## config.mk

```make
export PLATFORM = sky130hd
export DESIGN_NAME = traffic_sensor_conditioner
export DESIGN_NICKNAME = d
export VERILOG_FILES = /design/src/rtl/traffic_sensor_conditioner.sv
export SDC_FILE = /design/constraint.sdc
export NUM_CORES = 1
export LEC_CHECK = 0
export ABC_AREA = 1
export ABC_CLOCK_PERIOD_IN_PS = 1230
export CAP_MARGIN = 20
export CORE_MARGIN = 1
export CORE_UTILIZATION = 52
export CTS_CLUSTER_SIZE = 30
export DETAILED_ROUTE_END_ITERATION = 16
export PLACE_DENSITY = 0.82
export SKIP_LAST_GASP = 1
export SYNTH_ARGS = -nofsm -noshare
export SYNTH_HDL_FRONTEND = slang
export SYNTH_SLANG_ARGS = --single-unit
```

## constraint.sdc

```tcl
create_clock -name clk -period 1.23 [get_ports clk]
set_input_delay 0.246 -clock clk [delete_from_list [all_inputs] [get_ports clk]]
set_output_delay 0.246 -clock clk [all_outputs]
set_load 0.01 [all_outputs]
```

## src/rtl/traffic_sensor_conditioner.sv

```systemverilog
// Input stage for the traffic light controller: synchronises and debounces the
// raw street A/B car sensors on a slow tick and latches each arrival as a request.
module traffic_sensor_conditioner #(
  parameter int TICK_DIV       = 50000,
  parameter int DEBOUNCE_TICKS = 20
) (
  input  logic       clk,
  input  logic       rst_n,
  input  logic       sa_raw,
  input  logic       sb_raw,
  input  logic       ack_a,
  input  logic       ack_b,
  output logic       lvl_a,
  output logic       lvl_b,
  output logic       req_a,
  output logic       req_b,
  output logic       tick,
  output logic [1:0] state_a,
  output logic [1:0] state_b
);

  localparam int PW = $clog2(TICK_DIV);
  localparam int CW = $clog2(DEBOUNCE_TICKS + 1);
  localparam logic [PW-1:0] TICK_LAST = PW'(TICK_DIV - 1);
  localparam logic [CW-1:0] DEB_LAST  = CW'(DEBOUNCE_TICKS - 1);

  typedef enum logic [1:0] {
    IDLE    = 2'd0,
    PENDING = 2'd1,
    SERVED  = 2'd2
  } req_state_t;

  logic [PW-1:0] pcnt;
  logic [1:0]    sync1;
  logic [1:0]    sync2;
  logic [1:0]    lvl;
  logic [CW-1:0] dcnt [2];
  logic [1:0]    ack;
  logic [1:0]    req;
  req_state_t    state_q [2];
  req_state_t    state_d [2];

  // Index 0 is street A, index 1 is street B throughout.
  assign ack = {ack_b, ack_a};

  always_ff @(posedge clk or negedge rst_n) begin
    if (!rst_n) begin
      pcnt <= '0;
    end else if (pcnt == TICK_LAST) begin
      pcnt <= '0;
    end else begin
      pcnt <= pcnt + 1'b1;
    end
  end

  assign tick = (pcnt == TICK_LAST);

  always_ff @(posedge clk or negedge rst_n) begin
    if (!rst_n) begin
      sync1 <= '0;
      sync2 <= '0;
    end else begin
      sync1 <= {sb_raw, sa_raw};
      sync2 <= sync1;
    end
  end

  // Any tick on which the input agrees with the current level restarts the count,
  // so only an uninterrupted run of DEBOUNCE_TICKS ticks flips the level.
  always_ff @(posedge clk or negedge rst_n) begin
    if (!rst_n) begin
      lvl <= '0;
      for (int i = 0; i < 2; i++) dcnt[i] <= '0;
    end else begin
      for (int i = 0; i < 2; i++) begin
        if (sync2[i] == lvl[i]) begin
          dcnt[i] <= '0;
        end else if (tick) begin
          if (dcnt[i] == DEB_LAST) begin
            lvl[i]  <= ~lvl[i];
            dcnt[i] <= '0;
          end else begin
            dcnt[i] <= dcnt[i] + 1'b1;
          end
        end
      end
    end
  end

  always_ff @(posedge clk or negedge rst_n) begin
    if (!rst_n) begin
      for (int i = 0; i < 2; i++) state_q[i] <= IDLE;
    end else begin
      for (int i = 0; i < 2; i++) state_q[i] <= state_d[i];
    end
  end

  // Request/ack handshake: req stays high from the level rising until the first
  // cycle ack is seen high; afterwards the channel ignores ack and re-arms only
  // once the debounced level has returned to 0.
  always_comb begin
    for (int i = 0; i < 2; i++) begin
      state_d[i] = state_q[i];
      case (state_q[i])
        IDLE:    if (lvl[i])  state_d[i] = PENDING;
        PENDING: if (ack[i])  state_d[i] = SERVED;
        SERVED:  if (!lvl[i]) state_d[i] = IDLE;
        default: state_d[i] = IDLE;
      endcase
    end
  end

  always_comb begin
    req = '0;
    for (int i = 0; i < 2; i++) req[i] = (state_q[i] == PENDING);
  end

  assign lvl_a   = lvl[0];
  assign lvl_b   = lvl[1];
  assign req_a   = req[0];
  assign req_b   = req[1];
  assign state_a = state_q[0];
  assign state_b = state_q[1];

endmodule

```

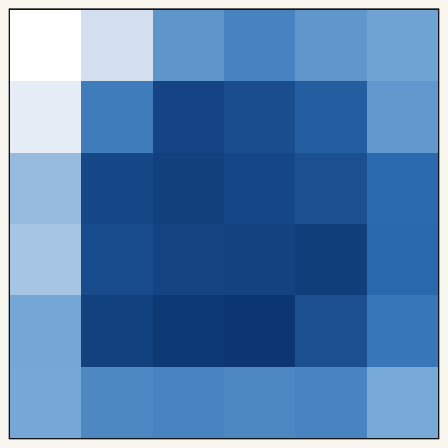
Figure 1: run 1, cell area per tile.
The die is cut into 6 by 6 equal tiles; white is low, dark blue is high, 0 to 100% covered.
- emptiest ninth of the die: north-west
- fullest tile: 98%
- nearly empty tiles: 2.8%
- tiles over 75% full: 47%
- densest ninth of the die: center

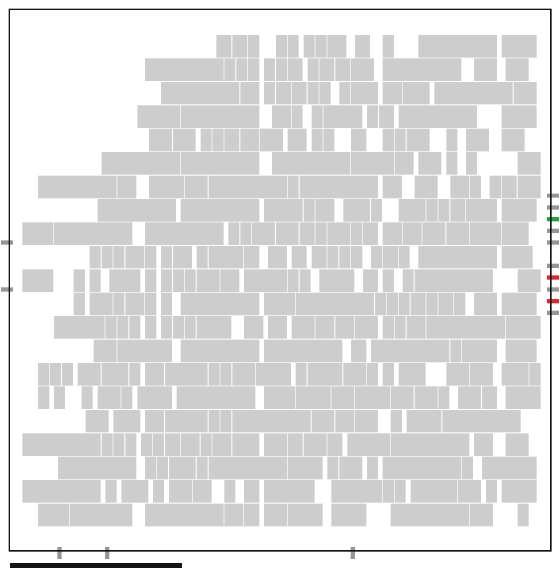
Figure 2: run 1, ports around the boundary.
Scale bar: 20 um. Pins as bars across the die edge, other pins in gray.
- red: state_b (pins 2; direction output; edge east)
- green: ack_a (pins 1; direction input; edge east)

==> run_summary.xml, run 1 <==
<?xml version="1.0" encoding="UTF-8"?>
<metrics>
  <group name="critical_path">
    <metric name="timing.critical_path.cells" unit="">nor2_2 &gt; nand2_1 &gt; nor2_4 &gt; nand2_4 &gt; inv_2 &gt; buf_6</metric>
    <metric name="crit_path_start" unit="">pcnt[4]$_DFF_PN0_</metric>
    <metric name="r2r_setup_slack" unit="ns">-0.29</metric>
    <metric name="startpoint_type" unit="">flip-flop</metric>
    <metric name="critical_path_depth" unit="">6</metric>
    <metric name="cp_data_required_time" unit="ns">0.98</metric>
    <metric name="rr_startpoint" unit="">pcnt[1]$_DFF_PN0_</metric>
    <metric name="timing.critical_path.to" unit="">tick</metric>
    <metric name="worst-r2r-cell-count" unit="">9</metric>
    <metric name="path_buffers" unit="">2</metric>
    <metric name="cp_data_arrival_time" unit="ns">1.37</metric>
    <metric name="timing.critical_path.fanout_max" unit="">3</metric>
    <metric name="timing.critical_path.slowest_cell_delay" unit="ns">0.42</metric>
    <metric name="cpMaxStageDelayCell" unit="">dfrtp_1</metric>
    <metric name="critical-path-top-delay-family" unit="">simple AND/OR/NAND/NOR gates</metric>
  </group>
  <group name="job">
    <metric name="stage_log_warnings" unit="">29</metric>
    <metric name="drv.max_cap_violation_count" unit="">0</metric>
  </group>
  <group name="power">
    <metric name="p_comb_share" unit="%">3.2</metric>
    <metric name="power.clock.fraction" unit="%">40.4</metric>
    <metric name="sw_frac_of_total" unit="%">21.4</metric>
    <metric name="total_leakage_power" unit="nW">1.48</metric>
    <metric name="powerDensity" unit="nW/um^2">767</metric>
    <metric name="total_power" unit="W">0.00212</metric>
    <metric name="power.sequential.fraction" unit="%">56.4</metric>
    <metric name="worst_ir_drop_vdd" unit="mV">0.478</metric>
    <metric name="total_switching_power" unit="W">0.000453</metric>
  </group>
  <group name="drt">
    <metric name="met2_wirelength" unit="um">2760</metric>
    <metric name="dr.max_layer_used" unit="">met4</metric>
    <metric name="drt-met1-wl" unit="um">2000</metric>
    <metric name="detailedRoute.firstPassIterationCount" unit="">5</metric>
    <metric name="via_per_inst" unit="">5.43</metric>
    <metric name="via_count" unit="">1977</metric>
    <metric name="route.detailed.wl_per_inst" unit="um">14.6</metric>
    <metric name="antenna_left" unit="">0</metric>
    <metric name="iteration_0_drc_count_of_the_detailed_router" unit="">128</metric>
  </group>
  <group name="synth">
    <metric name="syn_nets" unit="">258</metric>
    <metric name="yosys-top-cells-count" unit="">66 x nand2_1, 36 x dfrtp_1, 36 x nor2_1</metric>
    <metric name="postSynthSeqShare" unit="%">47.0</metric>
    <metric name="ys_dominant_reg_cell" unit="">dfrtp_1</metric>
    <metric name="ys.flops" unit="">36</metric>
    <metric name="post_synth.cell_area_avg" unit="um^2">7.69</metric>
    <metric name="synthesis.yosys.warnings" unit="">0</metric>
    <metric name="synthDistinctLibCells" unit="">24</metric>
    <metric name="cells_after_synthesis" unit="">249</metric>
    <metric name="synth-async-reset-ratio" unit="%">100</metric>
    <metric name="post-synth-top-area-cell" unit="">dfrtp_1</metric>
    <metric name="yosys-top-cells-area" unit="">dfrtp_1 47%, nand2_1 13%, nand3_1 7.1%</metric>
    <metric name="yosys_top_cell_by_instances" unit="">nand2_1</metric>
  </group>
  <group name="grt">
    <metric name="maximum_number_of_pins_on_one_net_before_global_route_repair" unit="">37</metric>
    <metric name="met1_usage" unit="%">30.3</metric>
    <metric name="overflow" unit="">0</metric>
    <metric name="grt_pass1_wl" unit="um">7880</metric>
    <metric name="gr-usage-all-layers" unit="%">26.4</metric>
    <metric name="grt_pass1_vias" unit="">1782</metric>
  </group>
  <group name="sta">
    <metric name="finalClockSkew" unit="ns">0.00587</metric>
    <metric name="timing_worst_slew_pin_value" unit="ns">0.410</metric>
    <metric name="grt_setup_unrepaired" unit="">yes</metric>
    <metric name="timing.setup.tns" unit="ns">-3.81</metric>
    <metric name="post-route-worst-setup-slack" unit="ns">-0.387</metric>
    <metric name="finalHoldViolations" unit="">0</metric>
    <metric name="final.period_utilization" unit="%">131</metric>
    <metric name="max-slew-margin-rel" unit="%">72.5</metric>
    <metric name="fin_crit" unit="ns">1.62</metric>
    <metric name="worst_hold_slack" unit="ns">0.312</metric>
    <metric name="setup_viol" unit="">27</metric>
    <metric name="fmax" unit="MHz">619</metric>
  </group>
  <group name="die">
    <metric name="design.die.area" unit="um^2">3930</metric>
    <metric name="i_o_pin_count" unit="">15</metric>
    <metric name="tap_cells" unit="">46</metric>
    <metric name="fp-utilization" unit="%">55.7</metric>
    <metric name="fp.dieH" unit="um">62.7</metric>
    <metric name="fp-row-count" unit="">21</metric>
  </group>
  <group name="clock_network">
    <metric name="max-clock-path-buffers" unit="">2</metric>
    <metric name="hold_buffers" unit="">0</metric>
    <metric name="clock_tree.root_cell" unit="">clkbuf_8</metric>
    <metric name="cts_buffers" unit="">5</metric>
    <metric name="path_clk_slew" unit="ns">0.07</metric>
    <metric name="tritoncts" unit="">built</metric>
    <metric name="h-tree-depth" unit="">2</metric>
    <metric name="cts_post_setup_buffers_inserted" unit="">10</metric>
  </group>
  <group name="finish">
    <metric name="layout.cells.most_common_list" unit="">58 x nand2_1, 47 x buf_4, 36 x dfrtp_1</metric>
    <metric name="biggestCellCategory" unit="">combinational gates</metric>
    <metric name="logic_gate_count" unit="">172</metric>
    <metric name="num-clock-buffers" unit="">6</metric>
    <metric name="nonClockInverterCount" unit="">34</metric>
    <metric name="final-comb-area" unit="um^2">1010</metric>
    <metric name="signal_buffers" unit="">68</metric>
    <metric name="area_delta_synth_final" unit="%">44.2</metric>
    <metric name="regArea" unit="um^2">901</metric>
    <metric name="ff_count" unit="">36</metric>
    <metric name="non_clock_buffer_area_share" unit="%">20.7</metric>
    <metric name="final_util" unit="%">80.2</metric>
  </group>
  <group name="placed_design">
    <metric name="place.detailed.instances" unit="">344</metric>
    <metric name="place_hpwl" unit="um">2980</metric>
    <metric name="dpl-instance-area" unit="um^2">2410</metric>
    <metric name="gp_routability_congestion" unit="">0.862</metric>
  </group>
  <group name="run_status">
    <metric name="failed_checks" unit="">negative setup slack</metric>
    <metric name="status" unit="">complete, but fails checks</metric>
  </group>
  <group name="hold_path">
    <metric name="hold_class" unit="">input port to asynchronous set/reset pin</metric>
  </group>
</metrics>
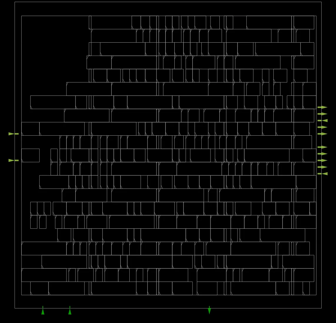
Figure 3: run 1, placed standard cells.
Filler Cell Count: 200
sequential fraction of total cell area: 32.6%
Core Footprint: 3440 um^2
number of cells in the finished layout apart from fillers: 364

-- run 1: power groups by stage --
stage / Combinational, W / Clock (W) / Sequential [W]
floorplan: 0.0000137 / 0 / 0.00122
global placement: 0.0000658 / 0 / 0.00122
detailed placement: 0.0000673 / 0 / 0.00122
CTS: 0.0000680 / 0.000861 / 0.00119
global route: 0.0000752 / 0.000912 / 0.00119
finish: 0.0000671 / 0.000856 / 0.00119
-- run 1: logic make-up after synthesis --
| logic type | synth area share, % |
|---|---|
| flops | 47.0 |
| xor+xnor | 5.03 |
| compound gates | 2.09 |
| simple gates | 34.9 |
| buf+inv | 8.95 |
| fa+ha+maj | 1.96 |
-- run 1: state kept, by name, indices dropped and copies added (netlist names) --
name	count
dcnt	10
pcnt	16
sync1	2
sync2	2
lvl	2
state_b	2
state_a	2
Figure 4. Zoomed window (run 1).
Window x 37 to 57, y 37 to 57 um. Cells in gray, sequential cells in the stronger gray; small squares are vias.
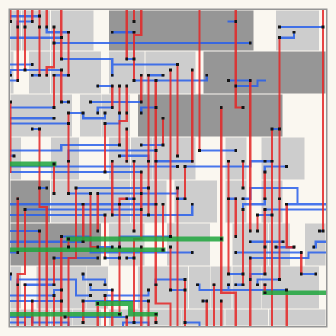

==> run 2: changes to the inputs <==
Settings changed: ABC_CLOCK_PERIOD_IN_PS 1230 to 1800, CORE_UTILIZATION 52 to 57, GPL_TIMING_DRIVEN set to 0, PLACE_DENSITY 0.82 to 0.85, SKIP_CTS_REPAIR_TIMING set to 1.
Clock period 1.23 ns to 1.8 ns, I/O delays scaled along.
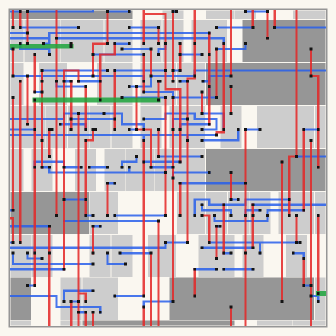
Figure 5: run 2, zoomed window.
Window x 35 to 55, y 35 to 55 um. Cells in gray, sequential cells in the stronger gray; small squares are vias.
- blue: met1
- red: met2
- green: met3
- sequential cells in the window: 5
- netlist names of flops here include: dcnt (3), state_a (2)
- cells with their middle in the window: 46
- most frequent: nand2_1 (14), inv_1 (6), nand4_1 (6)

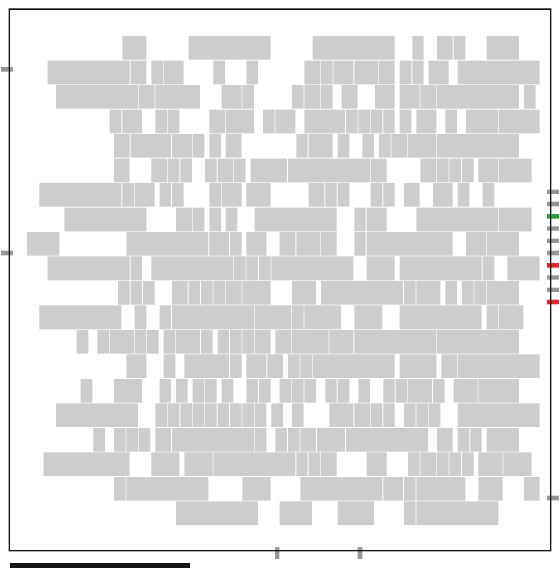
Figure 6: run 2, ports around the boundary.
Scale bar: 20 um. Pins as bars across the die edge, other pins in gray.
- green: ack_a (pins 1; direction input; edge east)
- red: state_b (pins 2; direction output; edge east)

==> run_summary.xml, run 2 <==
<?xml version="1.0" encoding="UTF-8"?>
<metrics>
  <group name="synth">
    <metric name="synthDistinctLibCells" unit="">24</metric>
    <metric name="ys_dominant_reg_cell" unit="">dfrtp_1</metric>
    <metric name="yosys_top_cell_by_instances" unit="">nand2_1</metric>
    <metric name="yosys-top-cells-area" unit="">dfrtp_1 47%, nand2_1 13%, nand3_1 7.1%</metric>
    <metric name="synthesis.yosys.warnings" unit="">0</metric>
    <metric name="cells_after_synthesis" unit="">249</metric>
    <metric name="postSynthSeqShare" unit="%">47.0</metric>
    <metric name="yosys-top-cells-count" unit="">66 x nand2_1, 36 x dfrtp_1, 36 x nor2_1</metric>
    <metric name="ys.flops" unit="">36</metric>
    <metric name="post-synth-top-area-cell" unit="">dfrtp_1</metric>
    <metric name="synth-async-reset-ratio" unit="%">100</metric>
  </group>
  <group name="critical_path">
    <metric name="timing.critical_path.fanout_max" unit="">5</metric>
    <metric name="rr_startpoint" unit="">pcnt[1]$_DFF_PN0_</metric>
    <metric name="path_buffers" unit="">3</metric>
    <metric name="startpoint_type" unit="">flip-flop</metric>
    <metric name="timing.critical_path.to" unit="">tick</metric>
    <metric name="critical_path_depth" unit="">8</metric>
    <metric name="cpMaxStageDelayCell" unit="">dfrtp_1</metric>
    <metric name="critical_path_class" unit="">flip-flop to output port</metric>
    <metric name="r2r_setup_slack" unit="ns">0.29</metric>
    <metric name="timing.critical_path.cells" unit="">ha_2 &gt; nand2_2 &gt; inv_2 &gt; nand2_4 &gt; nor2_4 &gt; nand2_4 &gt; clkinvlp_4 &gt; buf_6</metric>
    <metric name="cpMostUsedCell" unit="">nand2_4</metric>
    <metric name="critical-path-top-delay-family" unit="">flip-flops</metric>
    <metric name="cp_data_arrival_time" unit="ns">1.57</metric>
    <metric name="cp_data_required_time" unit="ns">1.44</metric>
  </group>
  <group name="die">
    <metric name="design.die.area" unit="um^2">3600</metric>
    <metric name="core-area" unit="um^2">3130</metric>
    <metric name="fp-utilization" unit="%">61.2</metric>
    <metric name="fp-row-count" unit="">20</metric>
    <metric name="i_o_pin_count" unit="">15</metric>
    <metric name="fp.dieH" unit="um">60.0</metric>
  </group>
  <group name="finish">
    <metric name="largest_register_ff_count" unit="">16</metric>
    <metric name="layout.cells.most_common_list" unit="">65 x nand2_1, 34 x nor2_1, 34 x dfrtp_1</metric>
    <metric name="final_util" unit="%">72.0</metric>
    <metric name="largest_register" unit="">pcnt</metric>
    <metric name="layout_top_registers" unit="">pcnt x16, dcnt x10</metric>
    <metric name="area_delta_synth_final" unit="%">17.5</metric>
    <metric name="layout-drive-gt1-share" unit="%">11.9</metric>
    <metric name="num-fill-cells" unit="">237</metric>
    <metric name="layoutNonFillerInstCount" unit="">321</metric>
  </group>
  <group name="job">
    <metric name="stage_log_warnings" unit="">27</metric>
    <metric name="drv.max_cap_violation_count" unit="">0</metric>
  </group>
  <group name="clock_network">
    <metric name="tritoncts" unit="">built</metric>
    <metric name="clock_tree.root_cell" unit="">clkbuf_4</metric>
    <metric name="h-tree-depth" unit="">2</metric>
    <metric name="max-clock-path-buffers" unit="">2</metric>
    <metric name="path_clk_slew" unit="ns">0.11</metric>
    <metric name="cts_buffers" unit="">5</metric>
  </group>
  <group name="sta">
    <metric name="post-route-worst-setup-slack" unit="ns">-0.128</metric>
    <metric name="max-slew-margin-rel" unit="%">47.6</metric>
    <metric name="timing_worst_slew_pin_value" unit="ns">0.786</metric>
    <metric name="setup_viol" unit="">1</metric>
    <metric name="final.period_utilization" unit="%">107</metric>
    <metric name="fmax" unit="MHz">519</metric>
    <metric name="finalClockSkew" unit="ns">0.0109</metric>
    <metric name="grt_setup_unrepaired" unit="">yes</metric>
    <metric name="worst_hold_slack" unit="ns">0.0783</metric>
    <metric name="fin_crit" unit="ns">1.93</metric>
    <metric name="timing.setup.tns" unit="ns">-0.128</metric>
  </group>
  <group name="drt">
    <metric name="iteration_0_drc_count_of_the_detailed_router" unit="">148</metric>
    <metric name="via_count" unit="">1651</metric>
    <metric name="via_per_inst" unit="">5.14</metric>
    <metric name="remaining_drc_errors" unit="">0</metric>
    <metric name="route.detailed.wl_per_inst" unit="um">11.9</metric>
    <metric name="antenna_left" unit="">0</metric>
  </group>
  <group name="placed_design">
    <metric name="dpl-instance-area" unit="um^2">2110</metric>
    <metric name="place_hpwl" unit="um">2610</metric>
    <metric name="place.detailed.instances" unit="">307</metric>
    <metric name="gp_routability_congestion" unit="">0.835</metric>
  </group>
  <group name="power">
    <metric name="power.clock.fraction" unit="%">36.0</metric>
    <metric name="powerDensity" unit="nW/um^2">592</metric>
    <metric name="sw_frac_of_total" unit="%">21.5</metric>
    <metric name="p_comb_share" unit="%">2.7</metric>
    <metric name="powerSeq" unit="W">0.000815</metric>
    <metric name="total_leakage_power" unit="nW">1.19</metric>
    <metric name="pwr.group.clock" unit="W">0.000480</metric>
    <metric name="worst_ir_drop_vdd" unit="mV">0.373</metric>
    <metric name="pwr.group.combinational" unit="W">0.0000364</metric>
    <metric name="total_power" unit="W">0.00133</metric>
    <metric name="total_switching_power" unit="W">0.000286</metric>
  </group>
  <group name="grt">
    <metric name="grt_pass1_vias" unit="">1488</metric>
    <metric name="grt_pass1_wl" unit="um">6490</metric>
    <metric name="gr-usage-all-layers" unit="%">24.7</metric>
    <metric name="overflow" unit="">0</metric>
    <metric name="maximum_number_of_pins_on_one_net_before_global_route_repair" unit="">37</metric>
  </group>
  <group name="run_status">
    <metric name="status" unit="">complete, but fails checks</metric>
    <metric name="failed_checks" unit="">negative setup slack</metric>
  </group>
  <group name="hold_path">
    <metric name="hold_class" unit="">input port to asynchronous set/reset pin</metric>
  </group>
</metrics>
==> run 2: cells by family after synthesis <==
| group | share of synthesized area [%] |
|---|---|
| xor gates and xnor gates | 5.03 |
| AOI/OAI and AO/OA | 2.09 |
| adders and majority gates | 1.96 |
| DFF | 47.0 |
| and+or+nand+nor | 34.9 |
| buffers and inverters | 8.95 |
==> run 2: layer usage <==
metal  part of all wire (%)  vias to the layer above  track usage (%)
met3                    5.2                        6             7.79
met2                     49                       33             40.3
met1                     45                      770             32.0
li1                       -                      842                -
met4                    1.2                        0             5.98
met5                      0                        -                0
==> run 2: layout make-up <==
class,count,area [um^2],area share [%]
plain buffers,7,43.8,1.95
clock buffers,7,65.1,2.89
inverters,34,131,5.84
multi-input cells,172,858,38.1
flip-flops and latches,36,903,40.1
well taps,44,55.1,2.45
repair buffers,21,194,8.62
Figure 7. Cell sizes after repair (run 2).
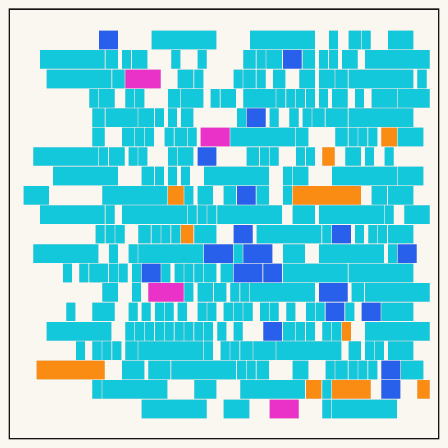

==> run 3: changes to the inputs <==
Settings changed: CORE_MARGIN 1 to 4, SKIP_CTS_REPAIR_TIMING 1 to unset.
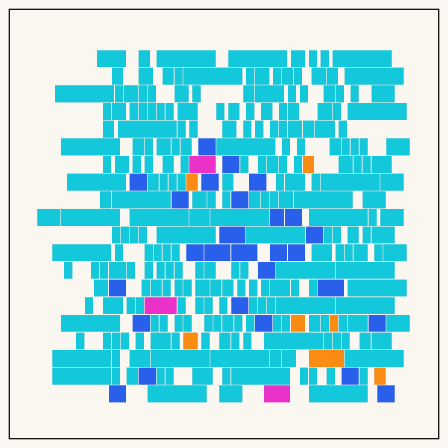
Figure 8: run 3, cell sizes after repair.
- cyan: drive 1 or less (cells 249)
- blue: drive 3 to 4 (cells 27)
- magenta: drive 6 and up (cells 3)
- orange: drive 2 (cells 7)
post-route cell area: 2290 um^2
synthesis-to-layout area growth: 19.6%

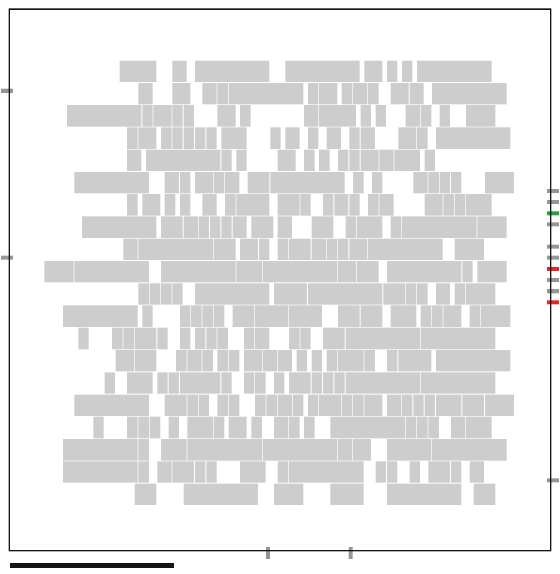
Figure 9: run 3, ports around the boundary.
Scale bar: 20 um. Pins as bars across the die edge, other pins in gray.
- red: state_b (pins 2; direction output; edge east)
- green: ack_a (pins 1; direction input; edge east)
- all pins by edge: 11 east, 2 west, 2 south
chip width: 66.0 um
number of port buffers: 14
vertical die dimension: 66.0 um

==> run_summary.xml, run 3 <==
<?xml version="1.0" encoding="UTF-8"?>
<metrics>
  <group name="sta">
    <metric name="max-slew-margin-rel" unit="%">48.4</metric>
    <metric name="finalHoldViolations" unit="">0</metric>
    <metric name="finalClockSkew" unit="ns">0.00677</metric>
    <metric name="final.period_utilization" unit="%">101</metric>
    <metric name="post-route-worst-setup-slack" unit="ns">-0.0175</metric>
    <metric name="timing.setup.tns" unit="ns">-0.0175</metric>
    <metric name="timing_worst_slew_pin_value" unit="ns">0.773</metric>
    <metric name="setup_viol" unit="">1</metric>
  </group>
  <group name="finish">
    <metric name="non_clock_buffer_area_share" unit="%">12.7</metric>
    <metric name="layout-drive-gt1-share" unit="%">12.9</metric>
    <metric name="layout.cells.most_common_list" unit="">65 x nand2_1, 36 x dfrtp_1, 35 x nor2_1</metric>
    <metric name="final_util" unit="%">73.2</metric>
    <metric name="layout_top_registers" unit="">pcnt x16, dcnt x10</metric>
    <metric name="signal_buffers" unit="">36</metric>
    <metric name="biggestCellCategory" unit="">sequential cells</metric>
    <metric name="area.share.combinational" unit="%">37.4</metric>
    <metric name="nonClockInverterCount" unit="">34</metric>
    <metric name="num-clock-buffers" unit="">8</metric>
    <metric name="regArea" unit="um^2">901</metric>
    <metric name="num-fill-cells" unit="">244</metric>
    <metric name="largest_register" unit="">pcnt</metric>
    <metric name="ff_count" unit="">36</metric>
    <metric name="clock_distribution_area_overhead_in_the_final_layout" unit="%">2.57</metric>
    <metric name="layoutNonFillerInstCount" unit="">330</metric>
  </group>
  <group name="critical_path">
    <metric name="timing.critical_path.fanout_max" unit="">3</metric>
    <metric name="timing.critical_path.slowest_cell_delay" unit="ns">0.38</metric>
    <metric name="worst-r2r-cell-count" unit="">11</metric>
    <metric name="critical_path_class" unit="">flip-flop to output port</metric>
    <metric name="critical-path-top-delay-family" unit="">flip-flops</metric>
    <metric name="critical_path_depth" unit="">8</metric>
    <metric name="cp_data_arrival_time" unit="ns">1.46</metric>
    <metric name="startpoint_type" unit="">flip-flop</metric>
    <metric name="timing.critical_path.cells" unit="">ha_2 &gt; nand2_2 &gt; inv_2 &gt; nand2_4 &gt; nor2_4 &gt; nand2_4 &gt; inv_4 &gt; buf_6</metric>
  </group>
  <group name="synth">
    <metric name="top_logic_kind" unit="">simple AND/OR/NAND/NOR gates</metric>
    <metric name="synth.cellmix.xorXnorShare" unit="%">5.03</metric>
    <metric name="post-synth-top-area-cell" unit="">dfrtp_1</metric>
    <metric name="synthesis.yosys.warnings" unit="">0</metric>
    <metric name="yosys-top-cells-count" unit="">66 x nand2_1, 36 x dfrtp_1, 36 x nor2_1</metric>
    <metric name="post_synth.cell_area_avg" unit="um^2">7.69</metric>
    <metric name="postSynthSeqShare" unit="%">47.0</metric>
    <metric name="yosys-top-cells-area" unit="">dfrtp_1 47%, nand2_1 13%, nand3_1 7.1%</metric>
    <metric name="synthDistinctLibCells" unit="">24</metric>
  </group>
  <group name="drt">
    <metric name="antenna_left" unit="">0</metric>
    <metric name="iteration_0_drc_count_of_the_detailed_router" unit="">112</metric>
    <metric name="route.detailed.wl_per_inst" unit="um">11.5</metric>
    <metric name="routed-wl-met3" unit="um">132</metric>
    <metric name="met2_wirelength" unit="um">1820</metric>
    <metric name="detailedRoute.firstPassIterationCount" unit="">4</metric>
    <metric name="remaining_drc_errors" unit="">0</metric>
  </group>
  <group name="run_status">
    <metric name="failed_checks" unit="">negative setup slack</metric>
    <metric name="status" unit="">complete, but fails checks</metric>
  </group>
  <group name="clock_network">
    <metric name="max-clock-path-buffers" unit="">2</metric>
    <metric name="hold_buffers" unit="">0</metric>
    <metric name="h-tree-depth" unit="">2</metric>
    <metric name="path_clk_slew" unit="ns">0.10</metric>
    <metric name="cts_post_setup_buffers_inserted" unit="">8</metric>
  </group>
  <group name="die">
    <metric name="fp-utilization" unit="%">61.2</metric>
    <metric name="core-area" unit="um^2">3130</metric>
    <metric name="tap_cells" unit="">44</metric>
  </group>
  <group name="hold_path">
    <metric name="hold_class" unit="">input port to asynchronous set/reset pin</metric>
  </group>
  <group name="placed_design">
    <metric name="gp_routability_congestion" unit="">0.820</metric>
    <metric name="place.detailed.instances" unit="">307</metric>
    <metric name="place_hpwl" unit="um">2530</metric>
    <metric name="dpl-instance-area" unit="um^2">2110</metric>
  </group>
  <group name="grt">
    <metric name="maximum_number_of_pins_on_one_net_before_global_route_repair" unit="">37</metric>
    <metric name="met1_usage" unit="%">23.4</metric>
    <metric name="grt_pass1_wl" unit="um">6560</metric>
  </group>
  <group name="power">
    <metric name="total_power" unit="W">0.00130</metric>
    <metric name="powerDensity" unit="nW/um^2">567</metric>
  </group>
  <group name="job">
    <metric name="drv.max_cap_violation_count" unit="">0</metric>
    <metric name="stage_log_warnings" unit="">28</metric>
  </group>
</metrics>
run 3: cell counts after synthesis:
No cell type changed its count.
run 3: how the worst max path moves through the flow:
stage | start | end | slack (ns)
3_3_place_gp | rst_n | dcnt[1]$_DFFE_PN0P_ | -0.38
4_1_cts | pcnt[0]$_DFF_PN0_ | tick | -0.10
2_1_floorplan | pcnt[0]$_DFF_PN0_ | tick | 0.32
3_5_place_dp | pcnt[0]$_DFF_PN0_ | tick | -0.38
6_report | pcnt[0]$_DFF_PN0_ | tick | -0.02
5_1_grt | pcnt[0]$_DFF_PN0_ | tick | -0.09
run 3: report_power, final:
group	internal, W	total [W]	switching, W
sequential	0.000813	0.000815	0.00000236
clock	0.000193	0.000448	0.000255
combinational	0.0000117	0.0000366	0.0000249
total	0.00102	0.00130	0.000282
Power figures rest on the tool's default switching activity, not on a simulated workload.
